[src/rtl/hp_nvme_cmd_bridge.sv]
`default_nettype none
// ============================================================================
// Module   : hp_nvme_cmd_bridge
// Purpose  : AXI4 slave that turns AW/AR bursts into in-order block commands,
//            forwards W/R beats, and maps completions back to B responses.
// Revision : 1.0 - initial release
// ============================================================================

module hp_nvme_cmd_bridge_fifo #(
   parameter int WIDTH = 8,
   parameter int DEPTH = 8
) (
   input  logic             clk,
   input  logic             rstn,
   input  logic             push,
   input  logic [WIDTH-1:0] push_data,
   input  logic             pop,
   output logic [WIDTH-1:0] head,
   output logic             empty,
   output logic             full
);
   localparam int              c_PW    = $clog2(DEPTH);
   localparam logic [c_PW:0]   c_DEPTH = (c_PW+1)'(DEPTH);

   logic [WIDTH-1:0] r_mem [DEPTH];
   logic [c_PW-1:0]  r_wptr;
   logic [c_PW-1:0]  r_rptr;
   logic [c_PW:0]    r_count;
   logic             w_push_ok;
   logic             w_pop_ok;

   assign empty     = (r_count == '0);
   assign full      = (r_count == c_DEPTH);
   assign w_push_ok = push & ~full;
   assign w_pop_ok  = pop & ~empty;
   assign head      = r_mem[r_rptr];

   always_ff @(posedge clk) begin
      if (w_push_ok) r_mem[r_wptr] <= push_data;
   end

   always_ff @(posedge clk or negedge rstn) begin
      if (!rstn) begin
         r_wptr  <= '0;
         r_rptr  <= '0;
         r_count <= '0;
      end else begin
         if (w_push_ok) r_wptr <= r_wptr + c_PW'(1);
         if (w_pop_ok)  r_rptr <= r_rptr + c_PW'(1);
         r_count <= r_count + {{c_PW{1'b0}}, w_push_ok} - {{c_PW{1'b0}}, w_pop_ok};
      end
   end
endmodule

module hp_nvme_cmd_bridge #(
   parameter int ADDR_WIDTH = 48,
   parameter int DATA_WIDTH = 128,
   parameter int LBA_SHIFT  = 12,
   parameter int MAX_OUTST  = 8
) (
   input  logic                        clk,
   input  logic                        rstn,
   input  logic [ADDR_WIDTH-1:0]       s_awaddr,
   input  logic [7:0]                  s_awlen,
   input  logic                        s_awvalid,
   output logic                        s_awready,
   input  logic [DATA_WIDTH-1:0]       s_wdata,
   input  logic                        s_wlast,
   input  logic                        s_wvalid,
   output logic                        s_wready,
   output logic [1:0]                  s_bresp,
   output logic                        s_bvalid,
   input  logic                        s_bready,
   input  logic [ADDR_WIDTH-1:0]       s_araddr,
   input  logic [7:0]                  s_arlen,
   input  logic                        s_arvalid,
   output logic                        s_arready,
   output logic [DATA_WIDTH-1:0]       s_rdata,
   output logic [1:0]                  s_rresp,
   output logic                        s_rlast,
   output logic                        s_rvalid,
   input  logic                        s_rready,
   output logic                        cmd_valid,
   input  logic                        cmd_ready,
   output logic                        cmd_write,
   output logic [ADDR_WIDTH-LBA_SHIFT-1:0] cmd_lba,
   output logic [8:0]                  cmd_nbeats,
   output logic [DATA_WIDTH-1:0]       wr_data,
   output logic                        wr_last,
   output logic                        wr_valid,
   input  logic                        wr_ready,
   input  logic [DATA_WIDTH-1:0]       rd_data,
   input  logic                        rd_valid,
   output logic                        rd_ready,
   input  logic                        cpl_valid,
   output logic                        cpl_ready,
   input  logic [1:0]                  cpl_status,
   output logic                        err_unaligned
);
   // Length is aligned when the beat count is a multiple of beats-per-LBA.
   localparam int                 c_BEAT_SHIFT = $clog2(DATA_WIDTH/8);
   localparam int                 c_LEN_BITS   = LBA_SHIFT - c_BEAT_SHIFT;
   localparam int                 c_LBA_W      = ADDR_WIDTH - LBA_SHIFT;
   localparam int                 c_OW         = $clog2(MAX_OUTST) + 1;
   localparam logic [c_OW-1:0]    c_MAX_OUTST  = c_OW'(MAX_OUTST);
   localparam logic [0:0]         c_IDLE       = 1'b0;
   localparam logic [0:0]         c_ISSUE      = 1'b1;

   logic [0:0]            r_state;
   logic                  r_last_wr;
   logic [c_OW-1:0]       r_outst;
   logic                  r_cmd_write;
   logic [c_LBA_W-1:0]    r_cmd_lba;
   logic [8:0]            r_cmd_nbeats;
   logic                  r_err;

   logic                  w_tag_full, w_tag_empty;
   logic [9:0]            w_tag_head;
   logic                  w_rlen_full, w_rlen_empty;
   logic [8:0]            w_rlen_head;
   logic                  w_unused_tag;

   logic                  w_can_accept, w_pick_w, w_accept;
   logic [ADDR_WIDTH-1:0] w_sel_addr;
   logic [8:0]            w_sel_nbeats;
   logic                  w_misaligned;
   logic                  w_cmd_fire, w_cpl_fire, w_head_write;

   assign w_can_accept = (r_state == c_IDLE) && (r_outst < c_MAX_OUTST) && !w_tag_full && !w_rlen_full;
   assign w_pick_w     = s_awvalid & (~s_arvalid | ~r_last_wr);
   assign s_awready    = w_can_accept & w_pick_w;
   assign s_arready    = w_can_accept & s_arvalid & ~w_pick_w;
   assign w_accept     = w_can_accept & (s_awvalid | s_arvalid);
   assign w_sel_addr   = w_pick_w ? s_awaddr : s_araddr;
   assign w_sel_nbeats = {1'b0, (w_pick_w ? s_awlen : s_arlen)} + 9'd1;
   assign w_misaligned = (w_sel_addr[LBA_SHIFT-1:0] != '0) || (w_sel_nbeats[c_LEN_BITS-1:0] != '0);

   assign cmd_valid     = (r_state == c_ISSUE);
   assign cmd_write     = r_cmd_write;
   assign cmd_lba       = r_cmd_lba;
   assign cmd_nbeats    = r_cmd_nbeats;
   assign err_unaligned = r_err;
   assign w_cmd_fire    = cmd_valid & cmd_ready;

   always_ff @(posedge clk or negedge rstn) begin
      if (!rstn) begin
         r_state      <= c_IDLE;
         r_last_wr    <= 1'b0;
         r_cmd_write  <= 1'b0;
         r_cmd_lba    <= '0;
         r_cmd_nbeats <= '0;
         r_err        <= 1'b0;
      end else begin
         case (r_state)
            c_IDLE: begin
               if (w_accept) begin
                  r_state      <= c_ISSUE;
                  r_last_wr    <= w_pick_w;
                  r_cmd_write  <= w_pick_w;
                  r_cmd_lba    <= w_sel_addr[ADDR_WIDTH-1:LBA_SHIFT];
                  r_cmd_nbeats <= w_sel_nbeats;
                  if (w_misaligned) r_err <= 1'b1;
               end
            end
            c_ISSUE: if (cmd_ready) r_state <= c_IDLE;
            default: r_state <= c_IDLE;
         endcase
      end
   end

   hp_nvme_cmd_bridge_fifo #(.WIDTH(10), .DEPTH(MAX_OUTST)) u_tag_fifo (
      .clk       (clk),
      .rstn      (rstn),
      .push      (w_cmd_fire),
      .push_data ({r_cmd_write, r_cmd_nbeats}),
      .pop       (w_cpl_fire),
      .head      (w_tag_head),
      .empty     (w_tag_empty),
      .full      (w_tag_full)
   );
   assign w_unused_tag = ^w_tag_head[8:0];

   // Outstanding tracks issued-but-uncompleted commands.
   always_ff @(posedge clk or negedge rstn) begin
      if (!rstn) begin
         r_outst <= '0;
      end else begin
         case ({w_cmd_fire, w_cpl_fire})
            2'b10:   r_outst <= r_outst + c_OW'(1);
            2'b01:   r_outst <= r_outst - c_OW'(1);
            default: r_outst <= r_outst;
         endcase
      end
   end

   // ---------------- W path ----------------
   logic                  r_wvalid, r_wlast;
   logic [DATA_WIDTH-1:0] r_wdata;

   assign s_wready = ~r_wvalid | wr_ready;
   assign wr_valid = r_wvalid;
   assign wr_data  = r_wdata;
   assign wr_last  = r_wlast;

   always_ff @(posedge clk or negedge rstn) begin
      if (!rstn) begin
         r_wvalid <= 1'b0;
         r_wlast  <= 1'b0;
         r_wdata  <= '0;
      end else if (s_wready) begin
         r_wvalid <= s_wvalid;
         if (s_wvalid) begin
            r_wdata <= s_wdata;
            r_wlast <= s_wlast;
         end
      end
   end

   // ---------------- B path ----------------
   logic       r_bvalid;
   logic [1:0] r_bresp;

   assign w_head_write = ~w_tag_empty & w_tag_head[9];
   assign cpl_ready    = ~(w_head_write & r_bvalid & ~s_bready);
   assign w_cpl_fire   = cpl_valid & cpl_ready & ~w_tag_empty;
   assign s_bvalid     = r_bvalid;
   assign s_bresp      = r_bresp;

   always_ff @(posedge clk or negedge rstn) begin
      if (!rstn) begin
         r_bvalid <= 1'b0;
         r_bresp  <= 2'b00;
      end else if (w_cpl_fire && w_head_write) begin
         r_bvalid <= 1'b1;
         r_bresp  <= (cpl_status != 2'b00) ? 2'b10 : 2'b00;
      end else if (s_bready) begin
         r_bvalid <= 1'b0;
      end
   end

   // ---------------- R path ----------------
   logic                  r_rvalid, r_rlast, r_rd_err;
   logic [1:0]            r_rresp;
   logic [DATA_WIDTH-1:0] r_rdata;
   logic [8:0]            r_rcnt;
   logic                  w_rd_fire, w_rd_last, w_rd_err_set;

   hp_nvme_cmd_bridge_fifo #(.WIDTH(9), .DEPTH(MAX_OUTST)) u_rlen_fifo (
      .clk       (clk),
      .rstn      (rstn),
      .push      (w_cmd_fire & ~r_cmd_write),
      .push_data (r_cmd_nbeats),
      .pop       (w_rd_fire & w_rd_last),
      .head      (w_rlen_head),
      .empty     (w_rlen_empty),
      .full      (w_rlen_full)
   );

   assign rd_ready     = ~w_rlen_empty & (~r_rvalid | s_rready);
   assign w_rd_fire    = rd_valid & rd_ready;
   assign w_rd_last    = (r_rcnt == w_rlen_head);
   assign w_rd_err_set = w_cpl_fire & ~w_tag_head[9] & (cpl_status != 2'b00);
   assign s_rvalid     = r_rvalid;
   assign s_rdata      = r_rdata;
   assign s_rlast      = r_rlast;
   assign s_rresp      = r_rresp;

   always_ff @(posedge clk or negedge rstn) begin
      if (!rstn) begin
         r_rvalid <= 1'b0;
         r_rlast  <= 1'b0;
         r_rresp  <= 2'b00;
         r_rdata  <= '0;
         r_rcnt   <= 9'd1;
         r_rd_err <= 1'b0;
      end else begin
         if (w_rd_fire) begin
            r_rvalid <= 1'b1;
            r_rdata  <= rd_data;
            r_rlast  <= w_rd_last;
            r_rresp  <= r_rd_err ? 2'b10 : 2'b00;
            r_rcnt   <= w_rd_last ? 9'd1 : r_rcnt + 9'd1;
         end else if (s_rready) begin
            r_rvalid <= 1'b0;
         end
         // Error status sticks to the burst in flight until its last beat.
         r_rd_err <= w_rd_err_set | (r_rd_err & ~(w_rd_fire & w_rd_last));
      end
   end
endmodule

`default_nettype wire
[config.mk]
export PLATFORM = sky130hd
export DESIGN_NAME = hp_nvme_cmd_bridge
export DESIGN_NICKNAME = d
export VERILOG_FILES = /design/src/rtl/hp_nvme_cmd_bridge.sv
export SDC_FILE = /design/constraint.sdc
export NUM_CORES = 1
export LEC_CHECK = 0
export CORE_AREA = 8 8 264 266
export CTS_BUF_LIST = sky130_fd_sc_hd__clkbuf_2 sky130_fd_sc_hd__clkbuf_4 sky130_fd_sc_hd__clkbuf_8
export DETAILED_ROUTE_END_ITERATION = 8
export DIE_AREA = 0 0 272 274
export PLACE_DENSITY = 0.56
export SLEW_MARGIN = 20
export SYNTH_ARGS = -nofsm -noshare
export SYNTH_HDL_FRONTEND = slang
export SYNTH_SLANG_ARGS = --single-unit
[constraint.sdc]
create_clock -name clk -period 7 [get_ports clk]
set_clock_uncertainty 0.05 [all_clocks]
set_input_delay 1.05 -clock clk [delete_from_list [all_inputs] [get_ports clk]]
set_output_delay 1.05 -clock clk [all_outputs]
set_load 0.005 [all_outputs]
Fig. 1: run 1, gate families picked out
(1.5 px per um)
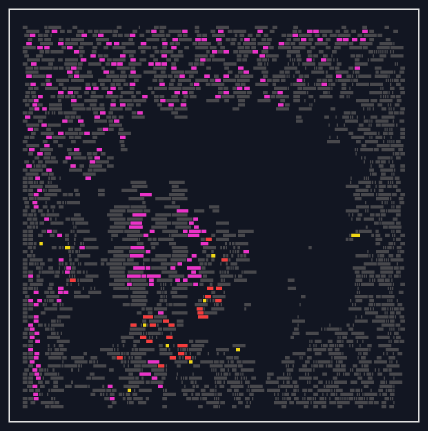
[mux cells] magenta | cells: 217 | most used: mux2_2
[fa/ha/maj cells] red | cells: 24 | most used: ha_1 | where: south
[non-inverting ao/oa cells] yellow | cells: 10 | most used: a21o_1

Fig. 2: run 1, routed metal, one color a layer
(1.5 px per um)
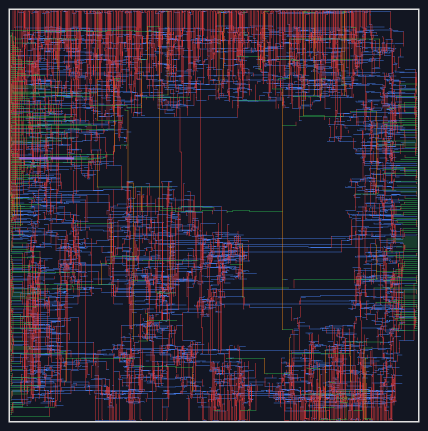
[M5] purple | wire length: 31.3 um
[M2] red | wire length: 32.3 mm
[M3] green | wire length: 4740 um
[M4] orange | wire length: 1700 um
[M1] blue | wire length: 22.6 mm

==> impl_metrics.yaml, run 1 <==
# yosys + openroad results
floorplan:
  chipWidth_um: 272
  num_rows: 94
  fp-utilization_pct: 26.47
  core-area_um2: 65280
setup_path:
  worstPathRequired_ps: 5900
  crit_arrival_ps: 2980
  r2r-start: "u_rlen_fifo.r_rptr[0]"
  critical_path_class: "reg2out"
  crit_start: "u_rlen_fifo.r_count[2]"
  cp-endpoint: "s_arready"
  cp_cell_sequence: "inv_1 > ha_1 > and2_1 > a2111oi_2 > nand2_1 > nor2_1 > clkdlybuf4s50_1"
  setup.worst_path.start_class: "register"
  r2r_cells: 12
  cp-end-kind: "primary output"
final_layout:
  nonClockInverterCount: 23
  seq_share_pct: 41.05
  area_delta_synth_final_pct: 55.62
  n_antenna_cell: 3
  final_net_count: 2545
  clock_area_share_pct: 6.315
  biggestCellCategory: "registers"
  nFillCells: 6191
  mostFrequentLayoutCell: "clkdlybuf4s50_1"
grt:
  grt_busiest_layer: "met2"
  antenna_found_initial: 9
  use_met2_pct: 28.82
  grtUsageMet3_pct: 5.244
  grt_pass1_wl_um: 90990
placement:
  io_buffers: 697
  placed_cells: 2922
  place_area_um2: 25160
  pre_cts_slack_ps: 2938
  routabilityCongestion: 0.8361
final_timing:
  slew_viol_final: 0
  fin_ws_ps: 2917
  timing.final.crit_share_pct: 58.33
  fin_hold_ws_ps: 405.5
  worstMarginPinSlew_ps: 1057
  setup_viol: 0
  max_freq_mhz: 244.9
  fin_setup_tns_ps: 0
  fin_crit_ps: 4083
yosys:
  ys_sh_simple_pct: 12.76
  synthArstFlopShare_pct: 81.18
  ys_sh_adder_pct: 1.868
  yosysCellCount: 1419
  ys_types: 51
  syn_inst: 1419
  area_leaders: "dfrtp_1 (50%), edfxtp_1 (14%), nand2_1 (10%)"
  ys_sh_mux_pct: 14.90
power_and_ir_drop:
  p_clk_w: 0.00256
  p_leak_nw: 11.46
  peakVddDrop_mv: 0.1637
  p_switching_w: 0.002682
  power_density_nw_per_um2: 329.2
hold_path:
  hp-class: "in2async"
detailed_routing:
  postRouteAntennaNets: 0
  drt-total-wl_um: 61420
  m1WireLength_um: 22650
  vias: 13250
  top_layer: "met5"
  wire_per_inst_um: 20.03
  drt_iter0_drc: 677
  routed-wl-met3_um: 4744
  dr.pass1.iters: 5
flow_run:
  cap_viol_max_count: 0
clocking:
  cts.sinks: 425
  post_cts_buffers: 0
  cts_tree: "built"
run_status:
  status: "finished clean"
Fig. 3: run 1, the clock network
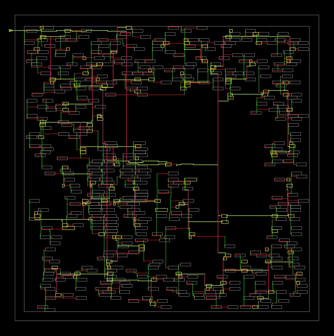
flop count: 425
clock insertion delay at the later pin of the skew report: 650 ps

==> run 2, diff against run 1 <==
--- a/config.mk
+++ b/config.mk
@@ -5,11 +5,11 @@
 export SDC_FILE = /design/constraint.sdc
 export NUM_CORES = 1
 export LEC_CHECK = 0
-export CORE_AREA = 8 8 264 266
+export CORE_AREA = 8 8 265 267
 export CTS_BUF_LIST = sky130_fd_sc_hd__clkbuf_2 sky130_fd_sc_hd__clkbuf_4 sky130_fd_sc_hd__clkbuf_8
 export DETAILED_ROUTE_END_ITERATION = 8
-export DIE_AREA = 0 0 272 274
-export PLACE_DENSITY = 0.56
+export DIE_AREA = 0 0 273 275
+export PLACE_DENSITY = 0.55
 export SLEW_MARGIN = 20
 export SYNTH_ARGS = -nofsm -noshare
 export SYNTH_HDL_FRONTEND = slang
==> constraint.sdc (replaced) <==
create_clock -name clk -period 3.91 [get_ports clk]
set_clock_uncertainty 0.05 [all_clocks]
set_input_delay 0.5865 -clock clk [delete_from_list [all_inputs] [get_ports clk]]
set_output_delay 0.5865 -clock clk [all_outputs]
set_load 0.005 [all_outputs]
Fig. 4: run 2, routed metal, one color a layer
(1.5 px per um)
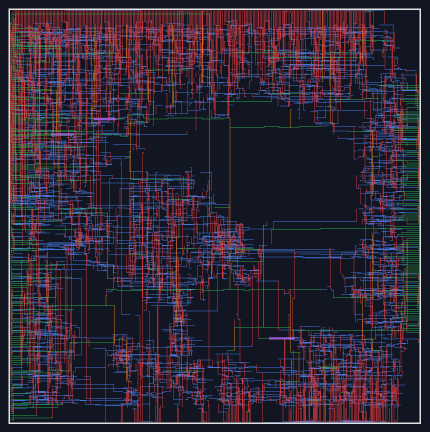
total wire length: 62330 um
GRT Util Overall: 16.04%

==> run 2 against run 1 <==
Non-clock buffer count grew 23. Largest power group unchanged. Largest cell class unchanged. Critical path depth is the same. Via count grew 0.26%. Global-route usage grew 0.22 points. Area after synthesis is the same. Critical endpoint unchanged. Sequential share of layout area shrank 0.19 points. Worst hold slack gained 14 ps.
==> impl_metrics.yaml, run 2 <==
# yosys + openroad results
run_status:
  status: "finished clean"
floorplan:
  fp-utilization_pct: 26.05
  core-area_um2: 66330
  chipWidth_um: 273
  num_rows: 95
grt:
  use_met2_pct: 28.63
  antenna_found_initial: 11
  grt_pass1_wl_um: 92320
  grt_busiest_layer: "met2"
  grtUsageMet3_pct: 5.900
  grt_max_degree: 129
  grt_pass1_vias: 14440
detailed_routing:
  postRouteAntennaNets: 0
  m1WireLength_um: 22990
  wire_per_inst_um: 20.11
  top_layer: "met5"
  vias: 13290
  drt_iter0_drc: 648
  routed-wl-met3_um: 5178
  dr.pass1.iters: 4
final_layout:
  nFillCells: 6261
  final_cell_mix: "clkdlybuf4s50_1 (696), nand2_1 (464), dfrtp_1 (344)"
  ff_count: 425
  clock_area_share_pct: 5.942
  combGateArea_um2: 5882
  area_delta_synth_final_pct: 56.35
  seq_share_pct: 40.85
  biggestCellCategory: "registers"
  mostFrequentLayoutCell: "clkdlybuf4s50_1"
  n_antenna_cell: 5
  nonClockInverterCount: 23
  final_net_count: 2570
setup_path:
  cp-endpoint: "s_arready"
  cp-end-kind: "primary output"
  crit_start: "u_rlen_fifo.r_count[2]"
  setup.worst_path.start_class: "register"
  crit_arrival_ps: 2940
  r2r_cells: 13
  r2r-start: "u_rlen_fifo.r_rptr[0]"
  cp_cell_sequence: "inv_1 > ha_1 > and2_1 > a2111oi_2 > nand2_1 > nor2_1 > clkdlybuf4s50_1"
  critical_path_class: "reg2out"
placement:
  place_area_um2: 25390
  io_buffers: 697
  routabilityCongestion: 0.8026
  pre_cts_slack_ps: 422.7
  placed_cells: 2954
final_timing:
  fin_crit_ps: 3572
  fin_setup_tns_ps: 0
  worstMarginPinSlew_ps: 917.1
  timing.final.crit_share_pct: 91.34
  slew_viol_final: 0
  setup_viol: 0
  fin_ws_ps: 338.5
  max_freq_mhz: 280.0
  fin_hold_ws_ps: 419.2
yosys:
  synthArstFlopShare_pct: 81.18
  syn_inst: 1419
  ys_types: 51
  ys_sh_adder_pct: 1.868
  area_leaders: "dfrtp_1 (50%), edfxtp_1 (14%), nand2_1 (10%)"
  ys_sh_aoi_pct: 2.658
  ys_sh_mux_pct: 14.90
  yosysCellCount: 1419
clocking:
  cts_root_buf: "clkbuf_8"
  worstSkewPairLatency_ps: 650
  post_cts_buffers: 0
  postCtsResizedCells: 0
  cts.sinks: 425
flow_run:
  cap_viol_max_count: 0
  openroad.warnings: 34
power_and_ir_drop:
  power_density_nw_per_um2: 581.6
  p_leak_nw: 11.55
  peakVddDrop_mv: 0.2286
  p_clk_share_pct: 27.8
  p_switching_w: 0.004860
  p_clk_w: 0.00437
hold_path:
  hp-class: "reg2reg"
  hp-start: "s_rdata[41]"
Fig. 5: run 2, the clock network
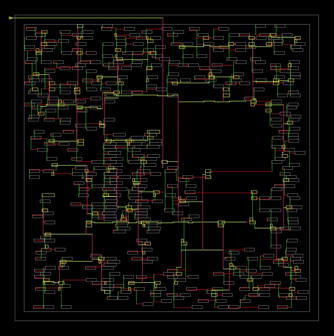
clk_buf instances: 105
TritonCTS Buffers: 80

==> run 3, diff against run 2 <==
--- a/config.mk
+++ b/config.mk
@@ -5,11 +5,14 @@
 export SDC_FILE = /design/constraint.sdc
 export NUM_CORES = 1
 export LEC_CHECK = 0
-export CORE_AREA = 8 8 265 267
+export CELL_PAD_IN_SITES_DETAIL_PLACEMENT = 1
+export CELL_PAD_IN_SITES_GLOBAL_PLACEMENT = 1
+export CORE_AREA = 8 8 263 265
 export CTS_BUF_LIST = sky130_fd_sc_hd__clkbuf_2 sky130_fd_sc_hd__clkbuf_4 sky130_fd_sc_hd__clkbuf_8
 export DETAILED_ROUTE_END_ITERATION = 8
-export DIE_AREA = 0 0 273 275
-export PLACE_DENSITY = 0.55
+export DIE_AREA = 0 0 271 273
+export PLACE_DENSITY = 0.69
+export REMOVE_ABC_BUFFERS = 1
 export SLEW_MARGIN = 20
 export SYNTH_ARGS = -nofsm -noshare
 export SYNTH_HDL_FRONTEND = slang
==> constraint.sdc (replaced) <==
create_clock -name clk -period 3.91 [get_ports clk]
set_clock_uncertainty 0.05 [all_clocks]
set_input_delay 0.782 -clock clk [delete_from_list [all_inputs] [get_ports clk]]
set_output_delay 0.782 -clock clk [all_outputs]
set_load 0.005 [all_outputs]
Fig. 6: run 3, routed metal, one color a layer
(1.5 px per um)
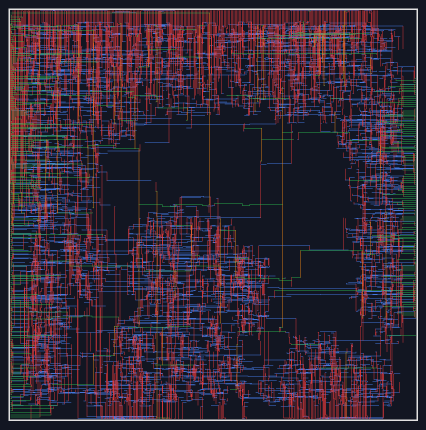
wire per inst: 21.58 um
vias: 13670

==> run 3 against run 2 <==
Final cell count shrank 0.23%. Fmax grew 0.98%. Clock power grew 6.9%. Critical path depth shrank 2. Via count grew 2.9%. Critical endpoint is now cpl_ready. Largest cell class unchanged.
==> impl_metrics.yaml, run 3 <==
# yosys + openroad results
flow_run:
  cap_viol_max_count: 0
  openroad.warnings: 31
yosys:
  yosysSeqAreaShare_pct: 63.88
  ys_sh_mux_pct: 14.90
  ys_sh_adder_pct: 1.868
  synthArstFlopShare_pct: 81.18
  area_leaders: "dfrtp_1 (50%), edfxtp_1 (14%), nand2_1 (10%)"
  yosysCellCount: 1419
  syn_inst: 1419
  ys_warn_count: 0
  syn-cell-area_um2: 17280
  ys_types: 51
setup_path:
  cp-end-kind: "primary output"
  critical_path_class: "reg2out"
  setup.worst_path.start_class: "register"
  crit_path_top_delay_cell: "mux4_2"
  crit_arrival_ps: 2700
  crit_start: "u_tag_fifo.r_rptr[0]"
  cp_cell_sequence: "mux4_2 > mux2i_1 > nor2_1 > nand2_1 > clkdlybuf4s50_1"
  cp-endpoint: "cpl_ready"
  r2r_cells: 12
  r2r-start: "u_rlen_fifo.r_rptr[1]"
grt:
  grt_pass1_wl_um: 98740
  use_met2_pct: 31.43
  grt_busiest_layer: "met2"
  track_usage_pct: 17.39
  grt_max_degree: 135
  antenna_found_initial: 6
  grtUsageMet3_pct: 5.716
  grt_pass1_vias: 15530
power_and_ir_drop:
  p_clk_share_pct: 29.0
  p_switching_w: 0.004919
  seqPwrFrac_pct: 40.3
  p_clk_w: 0.00467
  peakVddDrop_mv: 0.3062
placement:
  io_buffers: 697
  placed_cells: 2947
  routabilityCongestion: 0.8444
  place_area_um2: 25400
  pre_cts_slack_ps: 424.1
final_timing:
  worstMarginPinSlew_ps: 861.1
  max_freq_mhz: 282.7
  fin_ws_ps: 373.0
  setup_viol: 0
  slew_viol_final: 0
  fin_crit_ps: 3537
  fin_hold_ws_ps: 170.2
detailed_routing:
  routed-wl-met3_um: 5044
  drt-total-wl_um: 66710
  postRouteAntennaNets: 0
  dr.pass1.iters: 8
  top_layer: "met4"
  m1WireLength_um: 24500
  drt_iter0_drc: 535
final_layout:
  seq_share_pct: 40.62
  nonClockInverterCount: 23
  ff_count: 425
  utilization_pct: 41.77
  final_net_count: 2573
  clock_area_share_pct: 6.447
  combGateArea_um2: 5894
  final_cell_mix: "clkdlybuf4s50_1 (696), nand2_1 (464), dfrtp_1 (344)"
  area_delta_synth_final_pct: 57.25
  mostFrequentLayoutCell: "clkdlybuf4s50_1"
  biggestCellCategory: "registers"
  num-clock-buffers: 131
  n_antenna_cell: 1
hold_path:
  hp-class: "in2async"
floorplan:
  chipWidth_um: 271
  num_rows: 94
  core-area_um2: 65040
  fp-utilization_pct: 26.56
clocking:
  postCtsResizedCells: 0
  cts.sinks: 425
  numCtsBuffers: 82
  worstSkewPairLatency_ps: 630
  cts_root_buf: "clkbuf_8"
  post_cts_buffers: 0
run_status:
  status: "finished clean"
Fig. 7: run 3, wires at chosen ports, followed through buffers
(1.5 px per um)
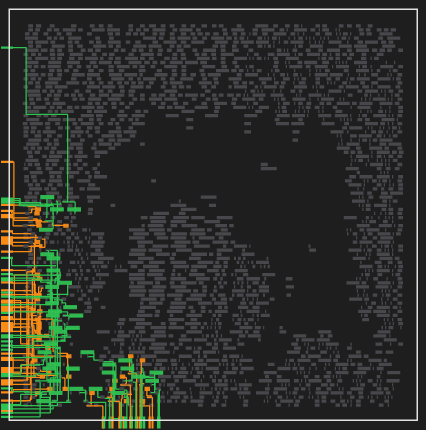
[s_awaddr] orange | direction: input | end cells: 39 | buffers: 48 | wire: 1630 um
[cmd_lba] green | direction: output | end cells: 36 | buffers: 36 | wire: 2070 um

Power figures rest on the tool's default switching activity, not on a simulated workload.
